### PDN straps and rails, run 1

Bar = 20 um. Pins as bars on the die edge. Tap cells in gray.
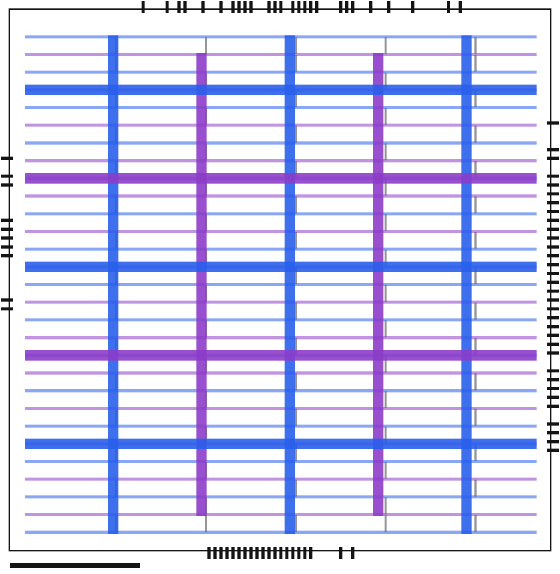
### Placement by cell class, run 1

Bar = 20 um.
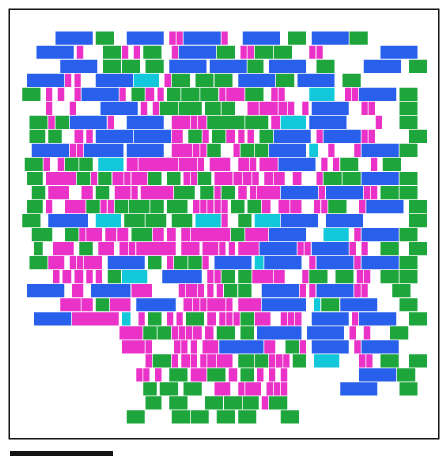
### Routed clock nets over the placement, run 1

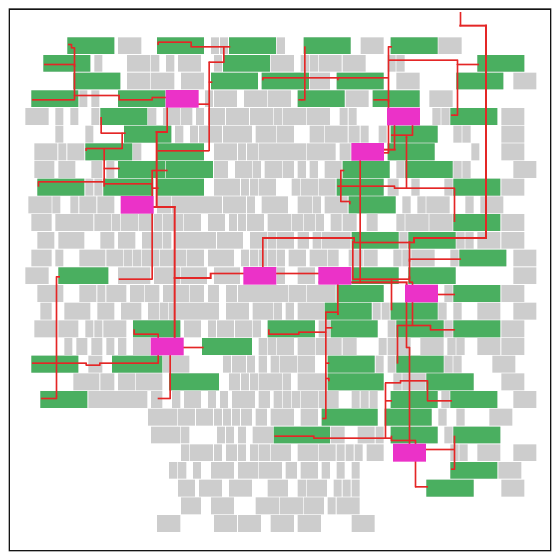
### Wiring by layer, run 1

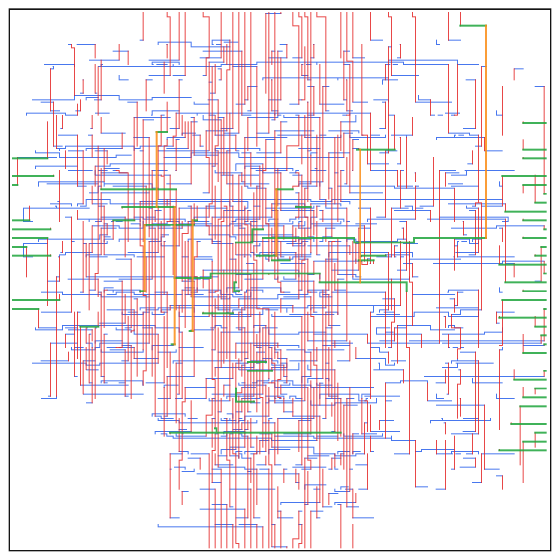
==> src/rtl/pipe_ctrl_unit.sv <==
// pipe_ctrl_unit
//   Pipelined control unit. Decodes the ID-stage opcode into a 15-bit control
//   bundle and carries it through the ID/EX, EX/MEM and MEM/WB registers. It
//   stalls on load-use hazards and on multi-cycle MUL, and flushes IF/ID when
//   a branch or jump resolved in EX redirects the PC.
//
//   Bundle [14:0] = {aluop[3:0], wen, memread, memwrite, branch, alusrc,
//                    memtoreg, regdst, jump, jr, jal, mul}
//
// Ports
//   clk, rst                  clock (rising edge), synchronous active-high reset
//   id_valid                  IF/ID holds a real instruction
//   id_opcode/rs/rt/rd        ID-stage opcode and register fields
//   ex_redirect               datapath reports a taken branch/jump in EX
//   stall, flush              combinational: hold PC + IF/ID, kill IF/ID
//   ex_/mem_/wb_valid,ctrl,dst registered stage contents
//   illegal                   registered 1-cycle pulse when an undefined
//                             opcode moves from ID into EX
//
// Opcode encodings:
//   ADD=0 SUB=1 AND=2 XOR=3 COM=4 MUL=5 SLL=6 SRL=7
//   LW=8  SW=9  BEQ=10 J=11 JR=12 JAL=13; 14 and 15 are undefined.

module pipe_ctrl_unit #(
    parameter int OPW     = 4,
    parameter int RAW     = 5,
    parameter int MUL_LAT = 3,
    parameter int HAZ_EN  = 1
) (
    input  logic           clk,
    input  logic           rst,
    input  logic           id_valid,
    input  logic [OPW-1:0] id_opcode,
    input  logic [RAW-1:0] id_rs,
    input  logic [RAW-1:0] id_rt,
    input  logic [RAW-1:0] id_rd,
    input  logic           ex_redirect,
    output logic           stall,
    output logic           flush,
    output logic           ex_valid,
    output logic [14:0]    ex_ctrl,
    output logic [RAW-1:0] ex_dst,
    output logic           mem_valid,
    output logic [14:0]    mem_ctrl,
    output logic [RAW-1:0] mem_dst,
    output logic           wb_valid,
    output logic [14:0]    wb_ctrl,
    output logic [RAW-1:0] wb_dst,
    output logic           illegal
);

    localparam logic [OPW-1:0] OP_ADD = OPW'(0);
    localparam logic [OPW-1:0] OP_SUB = OPW'(1);
    localparam logic [OPW-1:0] OP_AND = OPW'(2);
    localparam logic [OPW-1:0] OP_XOR = OPW'(3);
    localparam logic [OPW-1:0] OP_COM = OPW'(4);
    localparam logic [OPW-1:0] OP_MUL = OPW'(5);
    localparam logic [OPW-1:0] OP_SLL = OPW'(6);
    localparam logic [OPW-1:0] OP_SRL = OPW'(7);
    localparam logic [OPW-1:0] OP_LW  = OPW'(8);
    localparam logic [OPW-1:0] OP_SW  = OPW'(9);
    localparam logic [OPW-1:0] OP_BEQ = OPW'(10);
    localparam logic [OPW-1:0] OP_J   = OPW'(11);
    localparam logic [OPW-1:0] OP_JR  = OPW'(12);
    localparam logic [OPW-1:0] OP_JAL = OPW'(13);

    localparam int B_WEN      = 10;
    localparam int B_MEMREAD  = 9;
    localparam int B_MEMWRITE = 8;
    localparam int B_BRANCH   = 7;
    localparam int B_ALUSRC   = 6;
    localparam int B_MEMTOREG = 5;
    localparam int B_REGDST   = 4;
    localparam int B_JUMP     = 3;
    localparam int B_JR       = 2;
    localparam int B_JAL      = 1;
    localparam int B_MUL      = 0;

    // Counter value loaded when MUL enters EX: number of extra EX cycles.
    localparam logic [3:0] MUL_INIT = 4'(MUL_LAT - 1);

    // Stage registers
    logic           ex_valid_q,  ex_valid_d;
    logic [14:0]    ex_ctrl_q,   ex_ctrl_d;
    logic [RAW-1:0] ex_dst_q,    ex_dst_d;
    logic           mem_valid_q, mem_valid_d;
    logic [14:0]    mem_ctrl_q,  mem_ctrl_d;
    logic [RAW-1:0] mem_dst_q,   mem_dst_d;
    logic           wb_valid_q,  wb_valid_d;
    logic [14:0]    wb_ctrl_q,   wb_ctrl_d;
    logic [RAW-1:0] wb_dst_q,    wb_dst_d;
    logic           illegal_q,   illegal_d;
    logic [3:0]     mul_cnt_q,   mul_cnt_d;

    // Decoder results
    logic [3:0]     dec_aluop;
    logic [14:0]    dec_ctrl;
    logic [RAW-1:0] dec_dst;
    logic           dec_legal;
    logic           dec_reads_rt;

    // Hazard signals
    logic mul_busy;
    logic redirect;
    logic load_use;
    logic stall_c;
    logic flush_c;

    // aluop is the opcode truncated or zero-extended to 4 bits.
    if (OPW >= 4) begin : g_aluop_trunc
        assign dec_aluop = id_opcode[3:0];
    end else begin : g_aluop_ext
        assign dec_aluop = {{(4-OPW){1'b0}}, id_opcode};
    end

    // Decoder: opcode to control bundle and destination register.
    always_comb begin
        dec_ctrl     = '0;
        dec_dst      = '0;
        dec_legal    = 1'b1;
        dec_reads_rt = 1'b0;
        case (id_opcode)
            OP_ADD, OP_SUB, OP_AND, OP_XOR, OP_COM: begin
                dec_ctrl[B_WEN]      = 1'b1;
                dec_ctrl[B_MEMTOREG] = 1'b1;
                dec_dst              = id_rd;
                dec_reads_rt         = 1'b1;
            end
            OP_MUL: begin
                dec_ctrl[B_WEN]      = 1'b1;
                dec_ctrl[B_MEMTOREG] = 1'b1;
                dec_ctrl[B_MUL]      = 1'b1;
                dec_dst              = id_rd;
                dec_reads_rt         = 1'b1;
            end
            OP_SLL, OP_SRL: begin
                dec_ctrl[B_WEN]      = 1'b1;
                dec_ctrl[B_ALUSRC]   = 1'b1;
                dec_ctrl[B_MEMTOREG] = 1'b1;
                dec_dst              = id_rt;
            end
            OP_LW: begin
                dec_ctrl[B_WEN]      = 1'b1;
                dec_ctrl[B_ALUSRC]   = 1'b1;
                dec_ctrl[B_MEMREAD]  = 1'b1;
                dec_dst              = id_rt;
            end
            OP_SW: begin
                dec_ctrl[B_ALUSRC]   = 1'b1;
                dec_ctrl[B_MEMWRITE] = 1'b1;
                dec_ctrl[B_MEMTOREG] = 1'b1;
                dec_ctrl[B_REGDST]   = 1'b1;
                dec_reads_rt         = 1'b1;
            end
            OP_BEQ: begin
                dec_ctrl[B_BRANCH]   = 1'b1;
                dec_ctrl[B_MEMTOREG] = 1'b1;
                dec_ctrl[B_REGDST]   = 1'b1;
                dec_reads_rt         = 1'b1;
            end
            OP_J: begin
                dec_ctrl[B_BRANCH]   = 1'b1;
                dec_ctrl[B_MEMTOREG] = 1'b1;
                dec_ctrl[B_JUMP]     = 1'b1;
            end
            OP_JR: begin
                dec_ctrl[B_BRANCH]   = 1'b1;
                dec_ctrl[B_MEMTOREG] = 1'b1;
                dec_ctrl[B_JR]       = 1'b1;
            end
            OP_JAL: begin
                dec_ctrl[B_BRANCH]   = 1'b1;
                dec_ctrl[B_MEMTOREG] = 1'b1;
                dec_ctrl[B_JAL]      = 1'b1;
                dec_ctrl[B_WEN]      = 1'b1;
                dec_dst              = '1;
            end
            default: begin
                dec_legal = 1'b0;
            end
        endcase
        // Undefined opcodes leave the whole bundle zero, including aluop.
        if (dec_legal) begin
            dec_ctrl[14:11] = dec_aluop;
        end
        // Writes to register 0 are never enabled.
        if (dec_dst == '0) begin
            dec_ctrl[B_WEN] = 1'b0;
        end
    end

    // Hazard detection. A busy MUL outranks a redirect, which outranks load-use;
    // reset forces both outputs low.
    always_comb begin
        mul_busy = (mul_cnt_q != 4'd0);
        redirect = ex_redirect & ex_valid_q & ex_ctrl_q[B_BRANCH];
        load_use = (HAZ_EN != 0) & id_valid & ex_valid_q & ex_ctrl_q[B_MEMREAD]
                 & (ex_dst_q != '0)
                 & ((ex_dst_q == id_rs) | ((ex_dst_q == id_rt) & dec_reads_rt));
        stall_c  = ~rst & (mul_busy | (load_use & ~redirect));
        flush_c  = ~rst & redirect & ~mul_busy;
    end

    // Pipeline advance. While MUL is busy, EX holds and MEM receives bubbles;
    // otherwise everything moves forward and ID enters EX unless stalled or
    // flushed, in which case EX receives a bubble.
    always_comb begin
        ex_valid_d  = ex_valid_q;
        ex_ctrl_d   = ex_ctrl_q;
        ex_dst_d    = ex_dst_q;
        mem_valid_d = ex_valid_q;
        mem_ctrl_d  = ex_ctrl_q;
        mem_dst_d   = ex_dst_q;
        wb_valid_d  = mem_valid_q;
        wb_ctrl_d   = mem_ctrl_q;
        wb_dst_d    = mem_dst_q;
        illegal_d   = 1'b0;
        mul_cnt_d   = mul_cnt_q;

        if (mul_busy) begin
            mem_valid_d = 1'b0;
            mem_ctrl_d  = '0;
            mem_dst_d   = '0;
            mul_cnt_d   = mul_cnt_q - 4'd1;
        end else if (stall_c | flush_c | ~id_valid) begin
            ex_valid_d = 1'b0;
            ex_ctrl_d  = '0;
            ex_dst_d   = '0;
        end else begin
            ex_valid_d = 1'b1;
            ex_ctrl_d  = dec_ctrl;
            ex_dst_d   = dec_dst;
            illegal_d  = ~dec_legal;
            if (dec_ctrl[B_MUL]) begin
                mul_cnt_d = MUL_INIT;
            end
        end

        // Reset clears every stage and aborts any MUL in progress.
        if (rst) begin
            ex_valid_d  = 1'b0;
            ex_ctrl_d   = '0;
            ex_dst_d    = '0;
            mem_valid_d = 1'b0;
            mem_ctrl_d  = '0;
            mem_dst_d   = '0;
            wb_valid_d  = 1'b0;
            wb_ctrl_d   = '0;
            wb_dst_d    = '0;
            illegal_d   = 1'b0;
            mul_cnt_d   = 4'd0;
        end
    end

    always_ff @(posedge clk) begin
        ex_valid_q  <= ex_valid_d;
        ex_ctrl_q   <= ex_ctrl_d;
        ex_dst_q    <= ex_dst_d;
        mem_valid_q <= mem_valid_d;
        mem_ctrl_q  <= mem_ctrl_d;
        mem_dst_q   <= mem_dst_d;
        wb_valid_q  <= wb_valid_d;
        wb_ctrl_q   <= wb_ctrl_d;
        wb_dst_q    <= wb_dst_d;
        illegal_q   <= illegal_d;
        mul_cnt_q   <= mul_cnt_d;
    end

    assign stall     = stall_c;
    assign flush     = flush_c;
    assign ex_valid  = ex_valid_q;
    assign ex_ctrl   = ex_ctrl_q;
    assign ex_dst    = ex_dst_q;
    assign mem_valid = mem_valid_q;
    assign mem_ctrl  = mem_ctrl_q;
    assign mem_dst   = mem_dst_q;
    assign wb_valid  = wb_valid_q;
    assign wb_ctrl   = wb_ctrl_q;
    assign wb_dst    = wb_dst_q;
    assign illegal   = illegal_q;

endmodule

==> config.mk <==
export PLATFORM = sky130hd
export DESIGN_NAME = pipe_ctrl_unit
export DESIGN_NICKNAME = d
export VERILOG_FILES = /design/src/rtl/pipe_ctrl_unit.sv
export SDC_FILE = /design/constraint.sdc
export NUM_CORES = 1
export LEC_CHECK = 0
export ABC_AREA = 1
export CAP_MARGIN = 20
export CORE_MARGIN = 2
export CORE_UTILIZATION = 40
export DETAILED_ROUTE_END_ITERATION = 16
export HOLD_SLACK_MARGIN = 0.15
export PLACE_DENSITY = 0.75
export SYNTH_ARGS = -nofsm -noshare
export SYNTH_HDL_FRONTEND = slang
export SYNTH_SLANG_ARGS = --single-unit
==> constraint.sdc <==
create_clock -name clk -period 1.5 [get_ports clk]
set_clock_uncertainty 0.05 [all_clocks]
set_input_delay 0.15 -clock clk [delete_from_list [all_inputs] [get_ports clk]]
set_output_delay 0.15 -clock clk [all_outputs]
set_load 0.01 [all_outputs]
==> results_slide.txt, run 1 <==
Flow Results at a Glance

Layout
  – Inverters: 64
  – Filler cells: 433
  – ClkCell Share: 0.03654
  – Signal buffers: 146
  – Most frequent logic cell in the layout: clkdlybuf4s50_1
  – Layout cells sized above 1: 0.2912
  – # clk buffers: 11
  – Final nets: 488
  – Register area: 1379 um^2
  – Most frequent cells in the layout: clkdlybuf4s50_1 (76), dfxtp_1 (60), inv_1 (54), nor2_1 (54), buf_4 (50)

Logic synthesis
  – FFs w/ async S/R, synth: 0
  – Synth flops: 68
  – Ys flop type: dfxtp_1
  – Ys cells: 313
  – Mux share: 0
  – Synth top area share: 0.5454
  – Synthesized cell area: 2496 um^2
  – Syn avg cell area: 7.975 um^2

Run status
  – Outcome: complete, but fails checks
  – Violated checks: setup timing

CTS
  – Root Buffer: clkbuf_8
  – Clock Tree Buf Depth: 2
  – Skew-Pair Late Insertion Delay: 0.33 ns

Timing
  – Worst Setup Slack, final: -0.1904 ns
  – Hold Slack: 0.1863 ns
  – # setup viols final: 26
  – Final period util: 1.127
  – Final Hold Vio Count: 0
  – Final tally of max-slew violations: 0

Placement
  – Port-buffer cells: 88

Setup path
  – Crit path DRT: 1.30 ns
  – CP endpoint: flush
  – Slowest stage cell, crit path: dfxtp_2
  – Startpoint Class: register
  – Worst setup path startpoint: mul_cnt_q[1]
  – Worst Path Buf+Inv: 2
  – R2R depth: 11
  – Most frequent CP cell: nand2_4
  – Capturing element type of the critical path: output port

Global route
  – Initial antenna violation count: 0
  – Vias in the first global route: 2,445

Routing
  – Post-route ant nets: 0

Worst hold path
  – Hold path cells: 4

Die
  – Tap cells: 75
Notes on 'PDN straps and rails' above:
legend:
  blue:
    net: VSS
  purple:
    net: VDD
met4 straps: 5
met1 rails: 29
rows: 28
met5 straps: 5
tap cells: 75

Notes on 'Placement by cell class' above:
legend:
  blue:
    class: flip-flops
    cells: 68
    share_of_their_area: 33%
  green:
    class: other buffers and delay cells
    cells: 146
    share_of_their_area: 32%
  cyan:
    class: clock drivers and dummy loads
    cells: 14
    share_of_their_area: 3.7%
  magenta:
    class: all other logic
    cells: 239
    share_of_their_area: 31%
final instance area: 4280 um^2
sequential share of cell area: 0.3221
fin util: 0.7145

Notes on 'Routed clock nets over the placement' above:
legend:
  magenta:
    item: cells driving clock nets
    count: 9
  red:
    item: clock wires
    length: 733 um
  green:
    item: flip-flops
    count: 68
routed clock nets: 10
flops lie: widely spread

Notes on 'Wiring by layer' above:
legend:
  red:
    layer: met2
    wire_length: 3,710 um
  blue:
    layer: met1
    wire_length: 2,830 um
  green:
    layer: met3
    wire_length: 338 um
  orange:
    layer: met4
    wire_length: 123 um
Routed WL per cell: 12.91 um
Total Routing Usage GR: 0.2011
final WL: 6998 um
vias: 2,514

## run 1: worst reg2reg max path, stage by stage (launching register included)
cell     delay (ns)
dfxtp_2        0.33
inv_2          0.07
ha_4           0.14
nand2_4        0.06
nor2_4         0.15
nand2_4        0.07
nor3_4         0.17
nor2_4         0.09
buf_6          0.13
nand4_4        0.11
nand2_2        0.07
and3_4         0.14
## run 1: where the power goes
part	internal, W	total (W)	switching [W]
clock	0.000618	0.00122	0.000603
sequential	0.00198	0.00210	0.000115
combinational	0.000906	0.00191	0.00100
total	0.00351	0.00523	0.00172
## run 1: cell usage after synthesis (all sizes together), types with 4 or more instances
library cell,count
nand4,6
o22ai,8
o21ai,13
clkbuf,6
a21oi,6
dfxtp,68
nor3,4
inv,64
xnor2,5
nand2,48
nor2,61
nand3,18
## run 1: per-stage QoR
| stage | instances | power (W) | util | worst slack (ns) | cell area [um^2] |
|---|---|---|---|---|---|
| finish | 542 | 0.005226 | 0.7145 | -0.1904 | 4280 |
| global route | 542 | 0.005485 | 0.7145 | -0.2656 | 4280 |
| CTS | 541 | 0.005107 | 0.6949 | -0.1806 | 4163 |
| detailed placement | 519 | 0.003760 | 0.6435 | -0.6051 | 3855 |
| global placement | 519 | 0.003724 | 0.6435 | -0.5488 | 3855 |
| floorplan | 313 | 0.002941 | - | -0.08566 | 2534 |
## run 1: routing by layer
metal | GRT usage | wire, um | vias to the layer above | part of all wire
met5 | 0 | 0 | - | 0
met4 | 0.09985 | 123 | 0 | 0.018
met3 | 0.04573 | 338 | 15 | 0.048
met2 | 0.3622 | 3708 | 89 | 0.53
met1 | 0.2206 | 2829 | 1151 | 0.40
li1 | - | - | 1259 | -
==> run 2, diff against run 1 <==
--- a/config.mk
+++ b/config.mk
@@ -8,10 +8,11 @@
 export ABC_AREA = 1
 export CAP_MARGIN = 20
 export CORE_MARGIN = 2
-export CORE_UTILIZATION = 40
+export CORE_UTILIZATION = 41
+export CTS_BUF_LIST = sky130_fd_sc_hd__clkbuf_4
 export DETAILED_ROUTE_END_ITERATION = 16
 export HOLD_SLACK_MARGIN = 0.15
-export PLACE_DENSITY = 0.75
+export PLACE_DENSITY = 0.77
 export SYNTH_ARGS = -nofsm -noshare
 export SYNTH_HDL_FRONTEND = slang
 export SYNTH_SLANG_ARGS = --single-unit
==> run 2 against run 1 <==
Net effect: synthesized cell count unchanged; worst setup slack got worse by 0.096 ns; register-to-register slack worse by 0.096 ns; power down 3.6%; final area decreased by 1.1%; largest cell class is now non-clock buffers; the run still ends with setup timing left; non-clock buffer count is the same; via count up 3.2%.
==> results_slide.txt, run 2 <==
Flow Results at a Glance

Run status
  – Outcome: complete, but fails checks
  – Violated checks: setup timing

Power
  – Pwr Total: 0.005041 W
  – Seq pwr share: 0.415
  – Top pwr grp: sequential cells
  – Sequential logic power: 0.00209 W
  – Cell internal pwr: 0.003336 W
  – Comb power frac: 0.364
  – Combinational power: 0.00183 W
  – Sw Ratio: 0.3382

Logic synthesis
  – FFs w/ async S/R, synth: 0
  – Syn avg cell area: 7.975 um^2
  – Ys cells: 313
  – Ys flop type: dfxtp_1
  – Synthesized cell area: 2496 um^2
  – Most frequent cell after synthesis: dfxtp_1

Setup path
  – Startpoint Class: register
  – Capturing element type of the critical path: register
  – Crit path DRT: 1.80 ns

Placement
  – Post-Place Worst Slack: -0.5803 ns
  – Port-buffer cells: 88
  – # placed instances: 521

Layout
  – Layout cells sized above 1: 0.2655
  – Fin cells: 542
  – Most frequent logic cell in the layout: dfxtp_1

Timing
  – Final tally of max-slew violations: 0
  – Final period util: 1.191
  – Worst Setup Slack, final: -0.2867 ns
  – Final Hold Vio Count: 0
  – # setup viols final: 26

Routing
  – Final WL: 7206 um

CTS
  – Root Buffer: clkbuf_4
run 2: cell type report:
| type | count | area (um^2) | share of cell area |
|---|---|---|---|
| repair buffers | 146 | 1393 | 0.3290 |
| flip-flops and latches | 68 | 1384 | 0.3269 |
| multi-input cells | 175 | 1005 | 0.2374 |
| inverters | 64 | 240.2 | 0.05675 |
| well taps | 75 | 93.84 | 0.02217 |
| clock buffers | 10 | 75.07 | 0.01774 |
| clock inverters | 4 | 42.54 | 0.01005 |
run 2: layer usage:
metal  global-route usage  wire (um)  vias to the layer above  share of wire
met1               0.2359       2800                     1193           0.39
met5                    0          0                        -              0
met4              0.08000        163                        0          0.023
li1                     -          -                     1259              -
met3              0.05934        532                       22          0.074
met2               0.3602       3709                      120           0.51
run 2: cell families after synthesis:
| kind of cell | synth area share |
|---|---|
| buf+inv | 0.1078 |
| xor+xnor | 0.02105 |
| fa+ha+maj | 0.005012 |
| flops | 0.5454 |
| compound gates | 0.06216 |
| simple gates | 0.2587 |
run 2: repair_timing:
action / CTS / global route
setup buffers: 4 / 2
setup endpoints to repair: 43 / 60
resized: 43 / 54
hold buffers: 0 / 0
pin swaps: 5 / 15
gates cloned: 0 / 1
run 2: worst paths after layout:
check                    start           to  slack, ns
setup / recovery     ex_dst[1]   ex_ctrl[7]      -0.29
hold reg to reg   mem_ctrl[11]  wb_ctrl[11]       0.37
hold / removal    id_opcode[1]  ex_ctrl[12]       0.22
setup reg to reg     ex_dst[1]   ex_ctrl[7]      -0.29
run 2: critical path, stage by stage, from the launching register on:
cell	delay, ns
dfxtp_4	0.38
nor3_1	0.29
a31oi_2	0.16
nand2_4	0.10
buf_4	0.17
nand3_2	0.10
nor2_4	0.25
nand4_1	0.14
nand2_1	0.09
### Routed clock nets over the placement, run 2

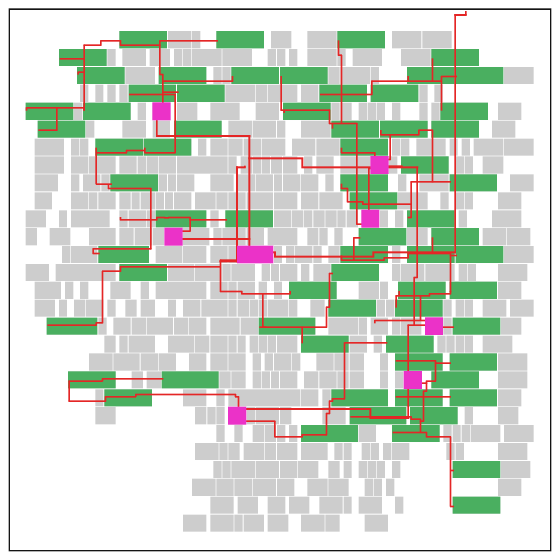
legend:
  green:
    item: flip-flops
    count: 68
  red:
    item: clock wires
    length: 838 um
  magenta:
    item: cells driving clock nets
    count: 9
routed clock nets: 10
Clk. pwr: 0.00111 W
Skew-Pair Late Insertion Delay: 0.41 ns
Clk network pwr share: 0.221

### Congestion heat map, run 2

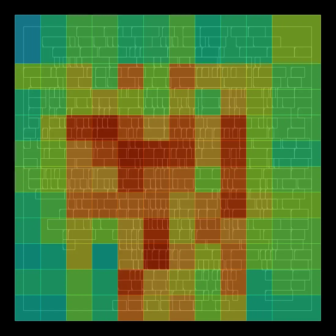
fin util: 0.7192
met1 Usage GRT: 0.2359
Routed WL per cell: 13.30 um
Total Routing Usage GR: 0.2058

No activity file was given, so power comes from the tool's default toggle rates.
